$ cat config.mk
export PLATFORM = sky130hd
export DESIGN_NAME = fetch_if_id_stage_flat
export DESIGN_NICKNAME = d
export VERILOG_FILES = /design/src/rtl/mips_pkg.sv /design/src/rtl/fetch_if_id_stage_if.sv /design/src/rtl/if_id_reg.sv /design/src/rtl/fetch_if_id_stage.sv /design/src/flat_wrapper.sv
export SDC_FILE = /design/constraint.sdc
export NUM_CORES = 1
export LEC_CHECK = 0
export CORE_ASPECT_RATIO = 0.6
export CORE_MARGIN = 10
export CORE_UTILIZATION = 25
export CTS_CLUSTER_SIZE = 16
export DETAILED_ROUTE_END_ITERATION = 8
export HOLD_SLACK_MARGIN = 0.05
export PLACE_DENSITY = 0.54
export SYNTH_ARGS = -nofsm -noshare
export SYNTH_HDL_FRONTEND = slang
export SYNTH_SLANG_ARGS = --single-unit
$ cat constraint.sdc
create_clock -name clk -period 2.2 [get_ports clk]
set_input_delay 0.22 -clock clk [delete_from_list [all_inputs] [get_ports clk]]
set_output_delay 0.22 -clock clk [all_outputs]
set_load 0.02 [all_outputs]
$ cat src/rtl/mips_pkg.sv
// Shared definitions for the MIPS core front end: data width, the canonical
// NOP encoding and the fetch-stage state type.
package mips_pkg;

  localparam int XLEN = 32;

  localparam logic [XLEN-1:0] NOP_INSTR = 32'h0000_0000;

  // FETCH: a request is outstanding on the instruction-memory port.
  // HOLD:  a returned word is parked in the skid buffer, no request issued.
  typedef enum logic {
    FETCH = 1'b0,
    HOLD  = 1'b1
  } fetch_state_t;

endpackage : mips_pkg

$ cat src/rtl/fetch_if_id_stage_if.sv
// Instruction-memory request/ready port between the fetch stage and memory.
//
// Handshake: the fetch stage raises imem_req with imem_addr; the memory
// completes the request by raising imem_ready for one cycle with the word on
// imem_rdata. A transfer happens on a rising edge where imem_req & imem_ready.
// imem_addr may change while imem_req stays high (a redirect abandons the
// pending request), so the memory must not assume a stable address.
interface fetch_if_id_stage_if;
  import mips_pkg::*;

  logic            imem_req;
  logic [XLEN-1:0] imem_addr;
  logic            imem_ready;
  logic [XLEN-1:0] imem_rdata;

  modport master (
    output imem_req,
    output imem_addr,
    input  imem_ready,
    input  imem_rdata
  );

  modport slave (
    input  imem_req,
    input  imem_addr,
    output imem_ready,
    output imem_rdata
  );

endinterface : fetch_if_id_stage_if

$ cat src/rtl/if_id_reg.sv
// IF/ID pipeline register: instruction, PC+4 and a valid bit.
// flush loads a bubble and beats hold; hold beats load.
module if_id_reg
  import mips_pkg::*;
(
  input  logic            clk,
  input  logic            rst_n,
  input  logic            load_i,
  input  logic            flush_i,
  input  logic            hold_i,
  input  logic [XLEN-1:0] instr_i,
  input  logic [XLEN-1:0] pc4_i,
  output logic [XLEN-1:0] instr_o,
  output logic [XLEN-1:0] pc4_o,
  output logic            valid_o
);

  logic [XLEN-1:0] instr_q, instr_d;
  logic [XLEN-1:0] pc4_q, pc4_d;
  logic            valid_q, valid_d;

  // Next-state selection: flush > hold > load, otherwise keep.
  always_comb begin
    instr_d = instr_q;
    pc4_d   = pc4_q;
    valid_d = valid_q;
    if (flush_i) begin
      instr_d = NOP_INSTR;
      pc4_d   = '0;
      valid_d = 1'b0;
    end else if (!hold_i && load_i) begin
      instr_d = instr_i;
      pc4_d   = pc4_i;
      valid_d = 1'b1;
    end
  end

  // Register storage with asynchronous clear to a bubble.
  always_ff @(posedge clk or negedge rst_n) begin
    if (!rst_n) begin
      instr_q <= NOP_INSTR;
      pc4_q   <= '0;
      valid_q <= 1'b0;
    end else begin
      instr_q <= instr_d;
      pc4_q   <= pc4_d;
      valid_q <= valid_d;
    end
  end

  assign instr_o = instr_q;
  assign pc4_o   = pc4_q;
  assign valid_o = valid_q;

endmodule : if_id_reg

$ cat src/rtl/fetch_if_id_stage.sv
// Fetch stage: owns the PC, issues instruction-memory requests, parks a word
// returned during a hold in a skid buffer so it is never lost, and feeds the
// IF/ID register. Redirects override everything, including hold.
module fetch_if_id_stage
  import mips_pkg::*;
#(
  parameter logic [XLEN-1:0] RESET_PC = 32'h0000_0000
)(
  input  logic                 clk,
  input  logic                 rst_n,
  input  logic                 pc_hold,
  input  logic                 if_id_hold,
  input  logic                 redirect,
  input  logic [XLEN-1:0]      redirect_pc,
  fetch_if_id_stage_if.master  imem,
  output logic [XLEN-1:0]      pc_if,
  output logic [XLEN-1:0]      instr_id,
  output logic [XLEN-1:0]      pc4_id,
  output logic                 valid_id,
  output logic                 fetch_stall,
  output fetch_state_t         state_dbg
);

  fetch_state_t    state_q, state_d;
  logic [XLEN-1:0] pc_q, pc_d;
  logic [XLEN-1:0] skid_q, skid_d;
  logic            hold;
  logic            load;
  logic            flush;
  logic [XLEN-1:0] load_instr;
  logic [XLEN-1:0] pc_plus4;

  assign hold     = pc_hold | if_id_hold;
  assign pc_plus4 = pc_q + 32'd4;

  // Next state, PC, skid and IF/ID control; redirect wins over every case.
  always_comb begin
    state_d    = state_q;
    pc_d       = pc_q;
    skid_d     = skid_q;
    load       = 1'b0;
    flush      = 1'b0;
    load_instr = imem.imem_rdata;
    if (redirect) begin
      pc_d    = redirect_pc;
      skid_d  = NOP_INSTR;
      flush   = 1'b1;
      state_d = FETCH;
    end else begin
      case (state_q)
        FETCH: begin
          if (imem.imem_ready) begin
            if (hold) begin
              skid_d  = imem.imem_rdata;
              state_d = HOLD;
            end else begin
              load = 1'b1;
              pc_d = pc_plus4;
            end
          end else if (!hold) begin
            flush = 1'b1;
          end
        end
        HOLD: begin
          if (!hold) begin
            load_instr = skid_q;
            load       = 1'b1;
            pc_d       = pc_plus4;
            state_d    = FETCH;
          end
        end
        default: state_d = FETCH;
      endcase
    end
  end

  // FSM state, PC and skid buffer registers.
  always_ff @(posedge clk or negedge rst_n) begin
    if (!rst_n) begin
      state_q <= FETCH;
      pc_q    <= RESET_PC;
      skid_q  <= NOP_INSTR;
    end else begin
      state_q <= state_d;
      pc_q    <= pc_d;
      skid_q  <= skid_d;
    end
  end

  if_id_reg u_if_id_reg (
    .clk     (clk),
    .rst_n   (rst_n),
    .load_i  (load),
    .flush_i (flush),
    .hold_i  (hold),
    .instr_i (load_instr),
    .pc4_i   (pc_plus4),
    .instr_o (instr_id),
    .pc4_o   (pc4_id),
    .valid_o (valid_id)
  );

  // The request is suppressed while reset is asserted.
  assign imem.imem_req  = rst_n && (state_q == FETCH);
  assign imem.imem_addr = pc_q;
  assign fetch_stall    = imem.imem_req & ~imem.imem_ready;
  assign pc_if          = pc_q;
  assign state_dbg      = state_q;

endmodule : fetch_if_id_stage
$ cat src/flat_wrapper.sv
// flat-port wrapper written by rule: the top's interface ports become plain ports
module fetch_if_id_stage_flat import mips_pkg::*;
#(
  parameter logic [XLEN-1:0] RESET_PC = 32'h0000_0000
)
  (clk, rst_n, pc_hold, if_id_hold, redirect, redirect_pc, pc_if, instr_id, pc4_id, valid_id, fetch_stall, state_dbg, imem_imem_req, imem_imem_addr, imem_imem_ready, imem_imem_rdata);
  fetch_if_id_stage_if imem_i ();
  input  logic clk;
  input  logic rst_n;
  input  logic pc_hold;
  input  logic if_id_hold;
  input  logic redirect;
  input  logic [XLEN-1:0] redirect_pc;
  output logic [XLEN-1:0] pc_if;
  output logic [XLEN-1:0] instr_id;
  output logic [XLEN-1:0] pc4_id;
  output logic valid_id;
  output logic fetch_stall;
  output fetch_state_t state_dbg;
  output wire logic [$bits(imem_i.imem_req)-1:0] imem_imem_req;
  output wire logic [$bits(imem_i.imem_addr)-1:0] imem_imem_addr;
  input wire logic [$bits(imem_i.imem_ready)-1:0] imem_imem_ready;
  input wire logic [$bits(imem_i.imem_rdata)-1:0] imem_imem_rdata;
  assign imem_imem_req = imem_i.imem_req;
  assign imem_imem_addr = imem_i.imem_addr;
  assign imem_i.imem_ready = imem_imem_ready;
  assign imem_i.imem_rdata = imem_imem_rdata;
  fetch_if_id_stage #(.RESET_PC(RESET_PC)) u_core (.clk(clk), .rst_n(rst_n), .pc_hold(pc_hold), .if_id_hold(if_id_hold), .redirect(redirect), .redirect_pc(redirect_pc), .imem(imem_i), .pc_if(pc_if), .instr_id(instr_id), .pc4_id(pc4_id), .valid_id(valid_id), .fetch_stall(fetch_stall), .state_dbg(state_dbg));
endmodule
### A small window of the routed layout, run 1

Region (42, 21) to (72, 51) um. Cells in gray, sequential cells in the stronger gray; small squares are vias.
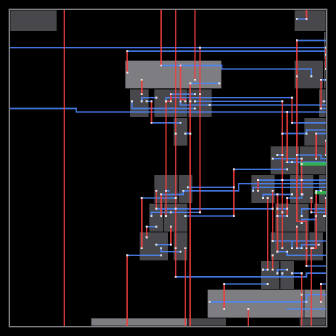
green -> metal 3
red -> metal 2
blue -> metal 1
sequential cells in the window = 2
most frequent = nand2_1 (4), inv_1 (3), nand4_1 (3)
cells with their middle in the window = 25
netlist names of flops here include = u_core.u_if_id_reg.pc4_o (2)

### Met2 routing, run 1

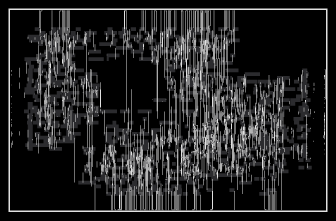
longest straight run = 65.8 um
nets with wire on the layer = 789

==> impl_metrics.ini, run 1 <==
; implementation run metrics
[critical_path]
r2r-end = u_core.u_if_id_reg.pc4_o[30]
worstSetupEndpointType = flip-flop
worstPathRequired_ns = 2.56
timing.rr.start = u_core.imem.imem_addr[11]
cp-endpoint = u_core.u_if_id_reg.pc4_o[30]
path_max_fanout = 7
ff2ff_setup_slack_ns = 0.09
cp.depth = 4
cp.buffers_inverters = 0
cpMostUsedCell = or4_1
worstSetupPathType = reg -> reg
cp-startpoint = u_core.imem.imem_addr[11]
worstPathCellList = nand4_1 > or4_1 > or4_1 > nand3_1
cp_slowest_cell = or4_1

[run]
drv_cap = 0

[die]
taps = 352
die_x_um = 230
io_pins = 202
coreArea_um2 = 25600
chipArea_um2 = 33500
rows = 45
fp-utilization_pct = 25.8
die_h_um = 146

[placement]
dp.cells = 1205
dpl_cell_area_um2 = 9160
gp_congestion = 0.827
portBuffers = 201
dp_hpwl_um = 18100

[cells_and_area]
final_core_utilization_pct = 38.2
sh_seq_area_pct = 33.3
buffer_area_share_pct = 26.3
fillers = 2601
diodes = 1
inv_count = 10
comb_area_um2 = 2860
seq_area_um2 = 3260
stdcell_count = 1239
clock_cell_area_share_pct = 6.34
drive_gt1_share_pct = 13.3
fin_nets = 944
syn_to_final_growth_pct = 48.3
final_cell_area_um2 = 9790
comb_cells = 446
sh_comb_area_pct = 29.2
clkbuf_count = 23
seq_cells = 130

[synth]
synth_nets = 743
ys_ff = 130
topCombFamilyByArea = simple AND/OR/NAND/NOR gates
common_cells = dfrtp_1, nand2_1, o21ai_0, a22o_1, clkbuf_1
yosysMostFrequentCell = dfrtp_1
synth_adder_area_share_pct = 0.190
area_leaders = dfrtp_1, nand2_1, mux2i_1
ys_sh_aoi_pct = 15.2
top_area_cell = dfrtp_1
synthArstFlopShare_pct = 100
top_cell_area_share_pct = 49.3
avgSynthCellArea_um2 = 9.82
yosys_area_um2 = 6600
ff_type = dfrtp_1
synth_seq_share_pct = 49.3
yosys_warnings = 0
synth_stat.cells = 672
synth_cell_types = 50
synthXorXnorAreaFrac_pct = 2.65
ys_sh_simple_pct = 19.3
netlist_instances = 672
syn_area_um2 = 6600
edf_count = 0
mux_area_share_pct = 5.35

[sta]
clock_skew_ns = 0.0100
slew_headroom_pct = 47.8
fin_crit_ns = 2.11
fin_setup_tns_ns = 0
finalClockPeriodUsage_pct = 95.8
rsz0062_at_grt = false
hold_slack_ns = 0.354
max_freq_mhz = 474
setup_viol = 0
hold_viol_final = 0
drv_slew = 0

[clocking]
cts_max_level = 4
cts_max_path_buffers = 2
cts_resized = 0
clock-sinks = 130
root_buffer = clkbuf_16
insertion_delay_ns = 0.42
cts_made_buffers = 17
cts_setup_buffers = 0
cts_hold_buf = 1
cts_tree = yes

[pwr]
powerSeq_w = 0.00267
total_power_w = 0.00713
p_comb_w = 0.00141
pwr-share-clk_pct = 42.8
p_sw_w = 0.00198
power_clock_w = 0.00305
swShare_pct = 27.8
ir_worst_vdd_mv = 0.489
power_frac_comb_pct = 19.8
power.density_nw_per_um2 = 728
internal_power_w = 0.00515
seqPwrFrac_pct = 37.4
leakage_nw = 3.98

[global_routing]
grt_use_met3_pct = 4.80
use_met1_pct = 20.0
antenna_found_initial = 1
grt_pass1_vias = 5959
grt_pass1_wl_um = 37800
grt_usage_pct = 14.4
grt_max_degree = 131
busiest_layer = met2
grtUsageMet2_pct = 21.3
grt-ovfl-total = 0

[detailed_routing]
route.vias.total = 5980
dr_wl_met2_um = 10700
wl_per_cell_um = 19.8
wl_um = 24500
top_layer_used = met4
wl_met1_um = 11700
dr.pass1.iters = 5
vias_per_cell = 4.83
wl_met3_um = 1900
ant_nets = 0
dr.first_iter.drc_count = 410

[min_path]
hp-start = redirect
min_path_type = in -> reg
hold_path_end = u_core.imem.imem_addr[17]
hold_depth = 4

[run_status]
status = finished, final reports clean
### Met3 routing, run 1

Bar = 50 um.
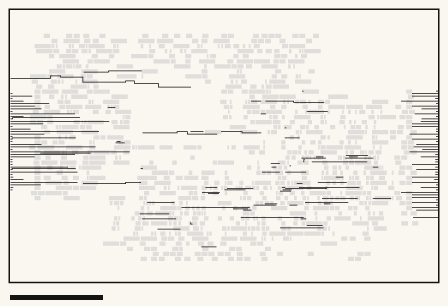
main direction = horizontal
nets with wire on the layer = 135

==> run 2: changes to the inputs <==
CORE_ASPECT_RATIO = 1.75   (was 0.6)
PLACE_DENSITY = 0.53   (was 0.54)
SETUP_SLACK_MARGIN = 0.3   (was default)
SYNTH_HIERARCHICAL = 1   (was default)
### A small window of the routed layout, run 2

Region (23, 47) to (53, 77) um. Cells in gray, sequential cells in the stronger gray; small squares are vias.
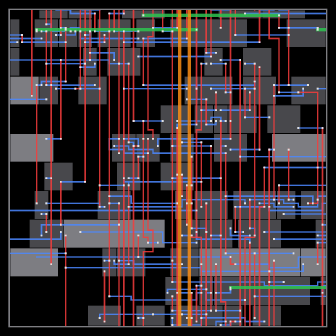
red -> metal 2
orange -> metal 4
blue -> metal 1
green -> metal 3
cells with their middle in the window = 55
most frequent = buf_4 (9), xnor2_1 (9), nand2_1 (5)
sequential cells in the window = 3
netlist names of flops here include = u_core/imem.imem_addr (2), u_core/u_if_id_reg/pc4_o (1)

### The metal 1 layer, run 2

Bar = 50 um.
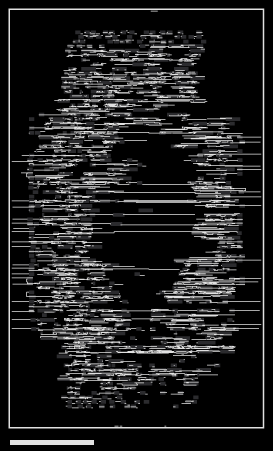
share of all routed wire = 38%
nets with wire on the layer = 867
longest straight run = 73.4 um

==> impl_metrics.ini, run 2 <==
; implementation run metrics
[cells_and_area]
fin_nets = 974
sh_seq_area_pct = 30.3
clkbuf_count = 26
fillers = 2948
drive_gt1_share_pct = 19.5
syn_to_final_growth_pct = 44.7
final_cell_area_um2 = 10800
buffer_area_share_pct = 24.7
final_core_utilization_pct = 36.8
comb_area_um2 = 3810
seq_cells = 130
seq_area_um2 = 3270

[sta]
slew_headroom_pct = 47.4
fin_crit_ns = 2.15
drv_slew = 0
rsz0062_at_grt = true
finalClockPeriodUsage_pct = 97.7
hold_slack_ns = 0.117

[placement]
gp_congestion = 0.832
dp.cells = 1249

[die]
io_pins = 202
die_h_um = 249
coreArea_um2 = 29400

[pwr]
pwr-share-clk_pct = 41.8
seqPwrFrac_pct = 39.2
power_frac_comb_pct = 19.0
total_power_w = 0.00664
internal_power_w = 0.00484
swShare_pct = 27.1
power.density_nw_per_um2 = 615

[clocking]
clock-sinks = 130
cts_made_buffers = 17
cts_tree = yes
cts_hold_buf = 1
cts_setup_buffers = 3
cts_resized = 13
insertion_delay_ns = 0.44

[synth]
edf_count = 0
ff_type = dfrtp_1
ys_sh_aoi_pct = 10.7
synth_cell_types = 48
common_cells = dfrtp_1, o21ai_1, nand2b_1, nand4bb_1, nand2_1
synth_stat.cells = 718
synth_adder_area_share_pct = 0.168
yosys_warnings = 6
topCombFamilyByArea = simple AND/OR/NAND/NOR gates
yosysMostFrequentCell = dfrtp_1
ys_ff = 130
mux_area_share_pct = 5.55

[global_routing]
grt-ovfl-total = 0
antenna_found_initial = 0
grt_max_degree = 68
grt_usage_pct = 13.7

[min_path]
hp-start = redirect
hold_depth = 2
min_path_type = in -> reg

[detailed_routing]
wl_per_cell_um = 20.2
wl_um = 26300
dr.first_iter.drc_count = 313

[run_status]
status = finished, final reports clean

[critical_path]
cp-startpoint = u_core/imem.imem_addr[3]
cp_slowest_cell = or4_4

[run]
drv_cap = 0
Power and IR drop assume default switching activity.
